--- src/rtl/elevator_3_floor_ctrl.sv ---
// Three-floor elevator controller: synchronized inputs, one FSM with registered motor,
// display and LED outputs, and a sticky FAULT state that only reset clears.
module elevator_3_floor_ctrl #(
    parameter int TIMEOUT = 1024
) (
    input  logic       clk,
    input  logic       reset,
    input  logic       p1,
    input  logic       p2,
    input  logic       p3,
    input  logic       f1,
    input  logic       f2,
    input  logic       f3,
    input  logic       s,
    output logic       mup,
    output logic       mdw,
    output logic [6:0] D_out,
    output logic [3:0] E_dis,
    output logic [3:0] led
);

    localparam int TW = $clog2(TIMEOUT + 1);
    localparam logic [TW-1:0] T_LAST = TW'(TIMEOUT - 1);

    localparam logic [6:0] SEG_DASH = 7'b0111111;
    localparam logic [6:0] SEG_E    = 7'b0000110;

    typedef enum logic [2:0] {INIT, UNKNOWN, IDLE, MOVING_UP, MOVING_DOWN, FAULT} state_t;

    function automatic logic [2:0] onehot(input logic [1:0] fl);
        case (fl)
            2'd1:    return 3'b001;
            2'd2:    return 3'b010;
            2'd3:    return 3'b100;
            default: return 3'b000;
        endcase
    endfunction

    function automatic logic [2:0] above(input logic [1:0] fl);
        case (fl)
            2'd1:    return 3'b110;
            2'd2:    return 3'b100;
            default: return 3'b000;
        endcase
    endfunction

    function automatic logic [2:0] below(input logic [1:0] fl);
        case (fl)
            2'd2:    return 3'b001;
            2'd3:    return 3'b011;
            default: return 3'b000;
        endcase
    endfunction

    // Lowest set bit as a floor number; 0 means none.
    function automatic logic [1:0] encode(input logic [2:0] v);
        if (v[0])      return 2'd1;
        else if (v[1]) return 2'd2;
        else if (v[2]) return 2'd3;
        else           return 2'd0;
    endfunction

    function automatic logic multi(input logic [2:0] v);
        return (v & (v - 3'd1)) != 3'd0;
    endfunction

    function automatic logic [6:0] seg(input logic [1:0] fl);
        case (fl)
            2'd1:    return 7'b1111001;
            2'd2:    return 7'b0100100;
            2'd3:    return 7'b0110000;
            default: return SEG_DASH;
        endcase
    endfunction

    logic [2:0]    call_p0, call_p1, pos_p0, pos_p1;
    logic          ovl_p0, ovl_p1;
    state_t        state;
    logic [1:0]    floor, target, start;
    logic [TW-1:0] timer;
    logic          fault_led, ovl_led;

    // Stage p0/p1: two-flop synchronizers
    always_ff @(posedge clk) begin
        call_p0 <= {p3, p2, p1};
        pos_p0  <= {f3, f2, f1};
        ovl_p0  <= s;
        call_p1 <= call_p0;
        pos_p1  <= pos_p0;
        ovl_p1  <= ovl_p0;
    end

    logic          timed_out, up_fault, dn_fault, idle_fault, at_target;
    logic [2:0]    req;
    logic [1:0]    req_floor, call_floor, pos_floor;

    assign timed_out  = (timer == T_LAST);
    assign up_fault   = multi(pos_p1) || |(pos_p1 & above(target)) || |(pos_p1 & below(start)) || timed_out;
    assign dn_fault   = multi(pos_p1) || |(pos_p1 & below(target)) || |(pos_p1 & above(start)) || timed_out;
    assign idle_fault = |(pos_p1 & ~onehot(floor));
    assign at_target  = |(pos_p1 & onehot(target));
    assign req        = call_p1 & ~onehot(floor);
    assign req_floor  = encode(req);
    assign call_floor = encode(call_p1);
    assign pos_floor  = encode(pos_p1);

    assign led = {fault_led, ovl_led, mdw, mup};

    // Stage p2: FSM and registered outputs
    always_ff @(posedge clk or negedge reset) begin
        if (!reset) begin
            state     <= INIT;
            floor     <= 2'd0;
            target    <= 2'd0;
            start     <= 2'd0;
            timer     <= '0;
            mup       <= 1'b0;
            mdw       <= 1'b0;
            D_out     <= SEG_DASH;
            E_dis     <= 4'b1110;
            fault_led <= 1'b0;
            ovl_led   <= 1'b0;
        end else begin
            E_dis   <= 4'b1110;
            ovl_led <= ovl_p1;
            case (state)
                INIT: begin
                    if (pos_p1 == 3'b000) begin
                        state <= UNKNOWN;
                        D_out <= SEG_DASH;
                    end else if (multi(pos_p1)) begin
                        state     <= FAULT;
                        D_out     <= SEG_E;
                        fault_led <= 1'b1;
                    end else begin
                        state <= IDLE;
                        floor <= pos_floor;
                        D_out <= seg(pos_floor);
                    end
                end
                UNKNOWN: begin
                    // Position unknown: descend so the first sensor seen pins the floor.
                    if (!ovl_p1 && call_p1 != 3'b000) begin
                        state  <= MOVING_DOWN;
                        target <= call_floor;
                        start  <= 2'd3;
                        timer  <= '0;
                        mdw    <= 1'b1;
                    end
                end
                IDLE: begin
                    if (idle_fault) begin
                        state     <= FAULT;
                        D_out     <= SEG_E;
                        fault_led <= 1'b1;
                    end else if (!ovl_p1 && req != 3'b000) begin
                        target <= req_floor;
                        start  <= floor;
                        timer  <= '0;
                        if (req_floor > floor) begin
                            state <= MOVING_UP;
                            mup   <= 1'b1;
                        end else begin
                            state <= MOVING_DOWN;
                            mdw   <= 1'b1;
                        end
                    end
                end
                MOVING_UP: begin
                    if (up_fault) begin
                        state     <= FAULT;
                        mup       <= 1'b0;
                        D_out     <= SEG_E;
                        fault_led <= 1'b1;
                    end else if (at_target) begin
                        state <= IDLE;
                        floor <= target;
                        mup   <= 1'b0;
                        D_out <= seg(target);
                    end else begin
                        timer <= timer + TW'(1);
                        if (pos_p1 != 3'b000) begin
                            floor <= pos_floor;
                            D_out <= seg(pos_floor);
                        end
                    end
                end
                MOVING_DOWN: begin
                    if (dn_fault) begin
                        state     <= FAULT;
                        mdw       <= 1'b0;
                        D_out     <= SEG_E;
                        fault_led <= 1'b1;
                    end else if (at_target) begin
                        state <= IDLE;
                        floor <= target;
                        mdw   <= 1'b0;
                        D_out <= seg(target);
                    end else begin
                        timer <= timer + TW'(1);
                        if (pos_p1 != 3'b000) begin
                            floor <= pos_floor;
                            D_out <= seg(pos_floor);
                        end
                    end
                end
                FAULT: begin
                    mup       <= 1'b0;
                    mdw       <= 1'b0;
                    D_out     <= SEG_E;
                    fault_led <= 1'b1;
                end
                default: begin
                    state     <= FAULT;
                    mup       <= 1'b0;
                    mdw       <= 1'b0;
                    D_out     <= SEG_E;
                    fault_led <= 1'b1;
                end
            endcase
        end
    end

endmodule

--- config.mk ---
export PLATFORM = sky130hd
export DESIGN_NAME = elevator_3_floor_ctrl
export DESIGN_NICKNAME = d
export VERILOG_FILES = /design/src/rtl/elevator_3_floor_ctrl.sv
export SDC_FILE = /design/constraint.sdc
export NUM_CORES = 1
export LEC_CHECK = 0
export ABC_AREA = 1
export CAP_MARGIN = 15
export CORE_MARGIN = 3
export CORE_UTILIZATION = 35
export CTS_CLUSTER_DIAMETER = 120
export DETAILED_ROUTE_END_ITERATION = 6
export GPL_ROUTABILITY_DRIVEN = 0
export SETUP_SLACK_MARGIN = 0.5
export SKIP_CTS_REPAIR_TIMING = 1
export SLEW_MARGIN = 5
export SYNTH_ARGS = -nofsm -noshare
export SYNTH_HDL_FRONTEND = slang
export SYNTH_SLANG_ARGS = --single-unit
--- constraint.sdc ---
create_clock -name clk -period 2.6 [get_ports clk]
set_clock_uncertainty 0.1 [all_clocks]
set_input_delay 0.78 -clock clk [delete_from_list [all_inputs] [get_ports clk]]
set_output_delay 0.78 -clock clk [all_outputs]
set_load 0.005 [all_outputs]
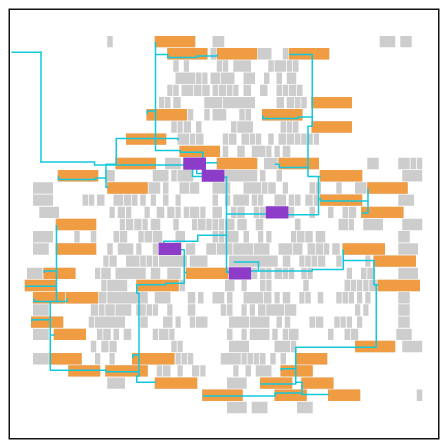
Figure 1: run 1, clock network drawn from the DEF.
- cyan: clock wires (length 577 µm)
- orange: flip-flops (count 45)
- purple: clock-net drivers (count 5)
- flops lie: widely spread
worst skew pair latency: 300 ps
clk pwr: 0.534 mW
share of power burned in the clock network: 40.2%

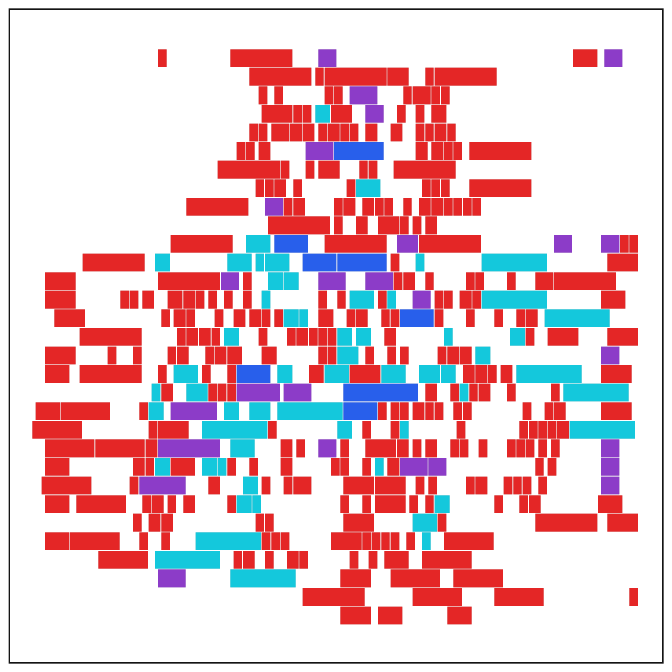
Figure 2: run 1, cell sizes after repair.
- red: x1 and smaller (cells 328; share 78%)
- cyan: x2 (cells 58; share 14%)
- purple: x3 and x4 (cells 26; share 6.2%)
- blue: x6 and larger (cells 8; share 1.9%)
Setup WS post-layout: 572.8 ps
final instance area: 3401 µm²

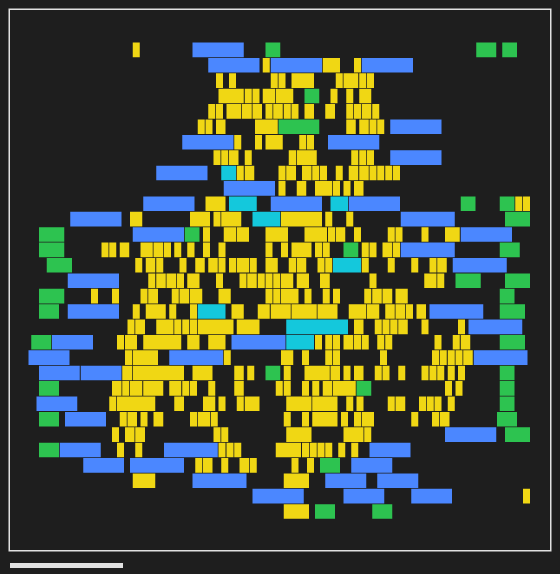
Figure 3: run 1, cells colored by class.
Scale bar: 20 µm.
- blue: registers (cells 45; share of their area 33%)
- cyan: clock drivers and dummy loads (cells 8; share of their area 3.5%)
- yellow: remaining logic cells (cells 332; share of their area 53%)
- green: remaining buffers and delay cells (cells 35; share of their area 11%)
Seq area share: 31.46%
row cnt: 31
core box area: 7486 µm²
Final Util: 45.43%

==> deck_impl_summary.md, run 1 <==
Synthesis and Place & Route Summary

Drt
  – Iteration-0 DRC Markers: 164
  – Top sig layer: met4
  – DRC violations left: 0
  – Vias per cell: 4.713

Power
  – NetSw: 0.3012 mW
  – Leak Pwr: 1.809 nW
  – PD cells: 390.7 nW/µm²
  – Seq group: 0.719 mW

Cells and area
  – Inverters: 42
  – Final Net Count: 440
  – P&R area growth vs syn: 21.45%
  – Fin cells: 519
  – Top cells excl fill/tap: nand2_1, nor2_1, inv_1
  – Top cell excl fill/tap: nand2_1
  – Max reg flops: 11
  – Largest registers: timer (11), D_out (7)

Final timing
  – Fmax: 493.3 MHz
  – Setup violators final: 0
  – Final hold viol count: 0
  – Tmin final: 2027 ps

Clock tree
  – CTS tree: built
  – H-tree depth: 2

Critical path
  – CP bufs+invs: 1
  – WS Path Type: reg -> out
  – Critical Path Stages: 1
  – CP arrival: 1150 ps

Worst hold path
  – Min-Delay Path Depth: 0
  – HP Class: reg -> reg

Global route
  – M3 GR Usage: 3.394%
  – GRT Overall Usage: 14.23%
  – Remaining Overflow, GRT: 0

Yosys
  – Post-synth top cells: nand2_1, nor2_1, inv_1
  – Compound Share, Synth: 8.311%
  – Synth warn: 0
  – Yosys xor share: 1.251%

Floorplanning
  – Die Y: 95.45 µm
  – I/O pin total: 26
  – Well Taps: 99

Run status
  – Outcome: complete, no violations

Run
  – Max Cap Viol: 0

Place
  – Placed inst area: 3052 µm²
Figure 4. The clock network (run 1).
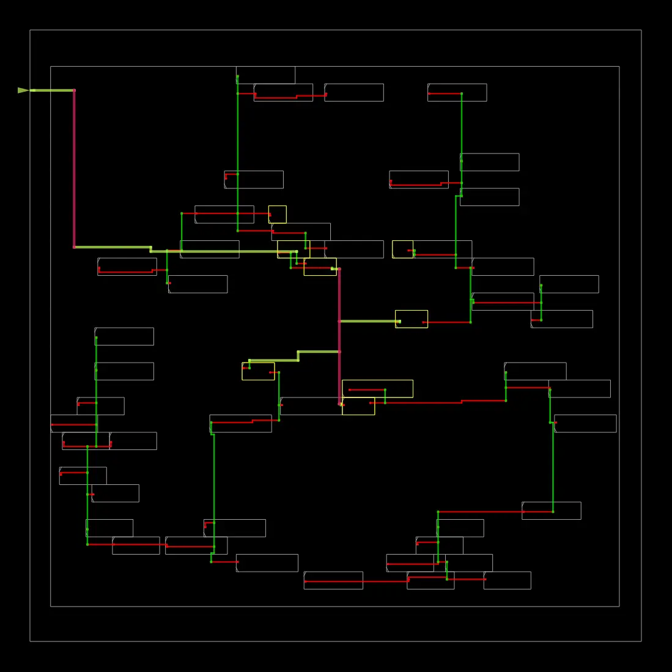

==> inputs of run 2 (changes only) <==
- clock period: 2.6 -> 2 ns (I/O delays scaled with it)
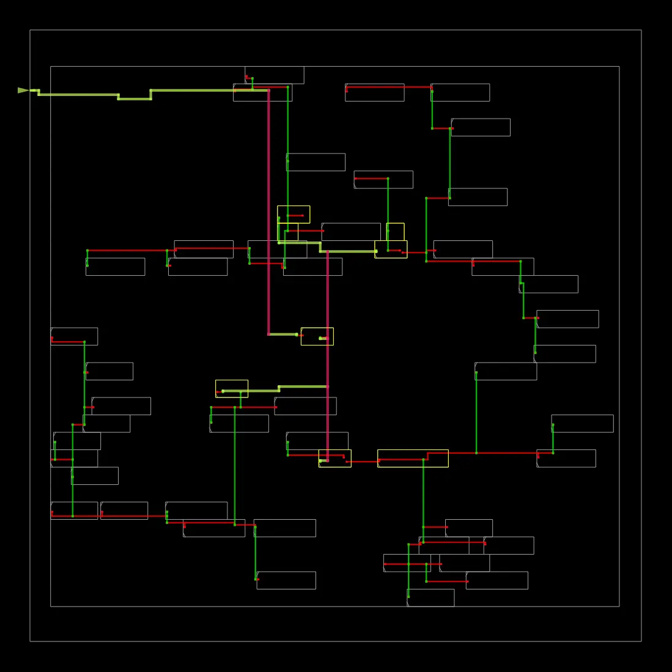
Figure 5: run 2, the clock network.
total CTS buffers: 5
CTS Sinks: 45
# clk buffers: 5

==> run 2 against run 1 <==
Effect of this change:
- the run now ends with negative setup slack left
- register-to-register slack worse by 670 ps
- combinational power up 37%
- count of clock-buffer cells in the layout unchanged
- non-clock buffer count up 21
- via count up 7.3%
- final area up 11%
==> deck_impl_summary.md, run 2 <==
Synthesis and Place & Route Summary

Worst hold path
  – HP Class: reg -> reg
  – Min-Delay Path Depth: 0

Cells and area
  – Inverters: 42
  – Max reg flops: 11
  – Final instance area: 3777 µm²
  – Top cells excl fill/tap: nand2_1, nor2_1, inv_1
  – Seq area share: 28.42%
  – Final Net Count: 462
  – P&R area growth vs syn: 34.90%
  – Top cell excl fill/tap: nand2_1
  – Final Util: 50.46%

Run
  – Max Cap Viol: 0

Power
  – PD cells: 462.2 nW/µm²
  – Leak Pwr: 1.861 nW
  – NetSw: 0.4063 mW
  – Seq group: 0.938 mW

Run status
  – Failing checks: negative setup slack
  – Outcome: finished with violations

Yosys
  – Compound Share, Synth: 8.311%
  – Post-synth top cells: nand2_1, nor2_1, inv_1

Global route
  – Remaining Overflow, GRT: 0
  – GRT Overall Usage: 14.69%

Place
  – Placed inst area: 3178 µm²

Final timing
  – Setup violators final: 3
  – Setup WS post-layout: -33.37 ps
  – Final hold viol count: 0

Floorplanning
  – Core box area: 7486 µm²

Drt
  – Vias per cell: 4.850

Critical path
  – CP bufs+invs: 1
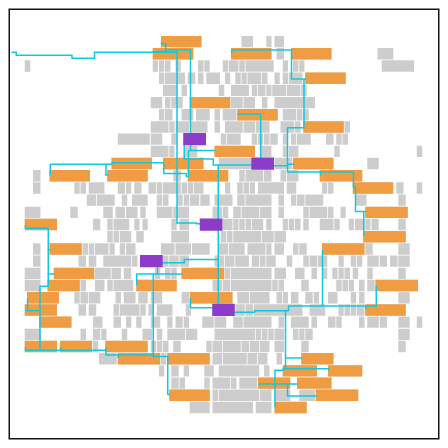
Figure 6: run 2, clock network drawn from the DEF.
- purple: clock-net drivers (count 5)
- cyan: clock wires (length 588 µm)
- orange: flip-flops (count 45)
- routed clock nets: 6
clk pwr: 0.704 mW
share of power burned in the clock network: 40.3%

==> inputs of run 3 (changes only) <==
- SLEW_MARGIN: 5 -> 20
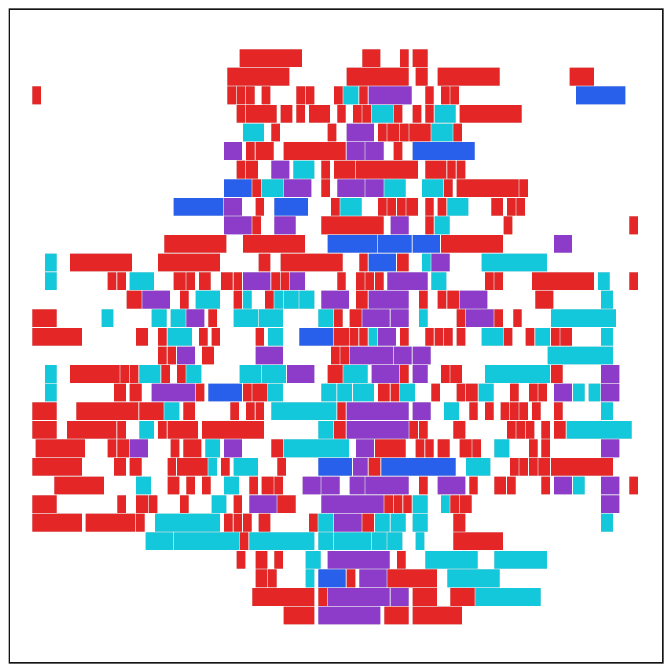
Figure 7: run 3, cell sizes after repair.
- cyan: x2 (cells 95; share 21%)
- blue: x6 and larger (cells 14; share 3.2%)
- purple: x3 and x4 (cells 63; share 14%)
- red: x1 and smaller (cells 270; share 61%)
final instance area: 3777 µm²
Non-CTS buffers: 56

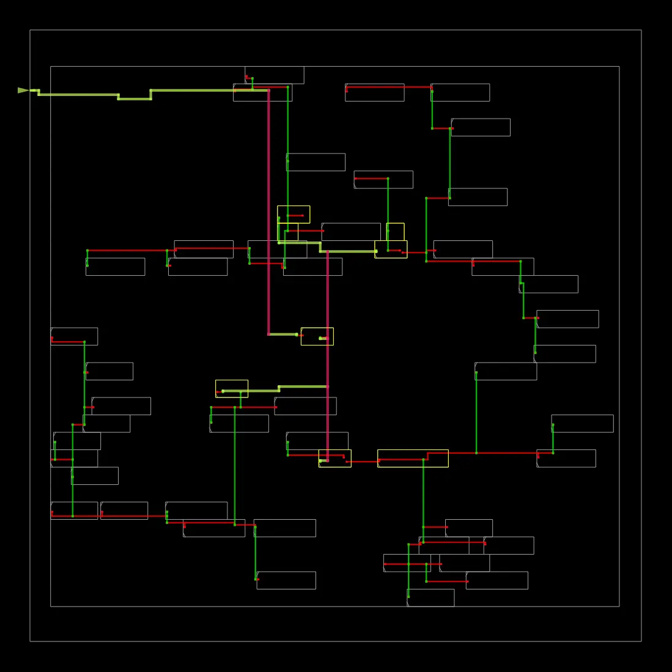
Figure 8: run 3, the clock network.
flip-flops: 45

==> run 3 against run 2 <==
Effect of this change:
- highest routed layer unchanged
- clock power hardly changed
- combinational power about the same
- die area is the same
- power unchanged
- largest cell class unchanged
- the flow still finishes with violations (negative setup slack)
- via count is the same
- largest power group unchanged
- synthesized cell count unchanged
==> deck_impl_summary.md, run 3 <==
Synthesis and Place & Route Summary

Critical path
  – Critical Path Stages: 12
  – CP arrival: 2170 ps

Global route
  – Remaining Overflow, GRT: 0
  – GRT Overall Usage: 14.69%

Floorplanning
  – Die Y: 95.45 µm
  – Core box area: 7486 µm²
  – Row cnt: 31

Cells and area
  – Final Net Count: 462
  – Inverters: 42
  – # clk buffers: 5
  – Largest registers: timer (11), D_out (7)
  – Fin cells: 541
  – Max reg flops: 11
  – Seq area share: 28.42%
  – P&R area growth vs syn: 34.90%
  – Final Util: 50.46%
  – Top cells excl fill/tap: nand2_1, nor2_1, inv_1

Clock tree
  – CTS Sinks: 45
  – Total CTS buffers: 5
  – CTS tree: built
  – H-tree depth: 2

Final timing
  – Setup violators final: 3
  – Final hold viol count: 0
  – Tmin final: 2033 ps
  – Setup WS post-layout: -33.37 ps

Power
  – NetSw: 0.4063 mW
  – Clk pwr: 0.704 mW
  – PD cells: 462.2 nW/µm²

Worst hold path
  – Min-Delay Path Depth: 0
  – HP Class: reg -> reg

Drt
  – Top sig layer: met4
  – Vias per cell: 4.850
  – Iteration-0 DRC Markers: 173

Run status
  – Outcome: finished with violations
  – Failing checks: negative setup slack

Run
  – Max Cap Viol: 0

Place
  – Placed inst area: 3178 µm²
Power figures rest on the tool's default switching activity, not on a simulated workload.
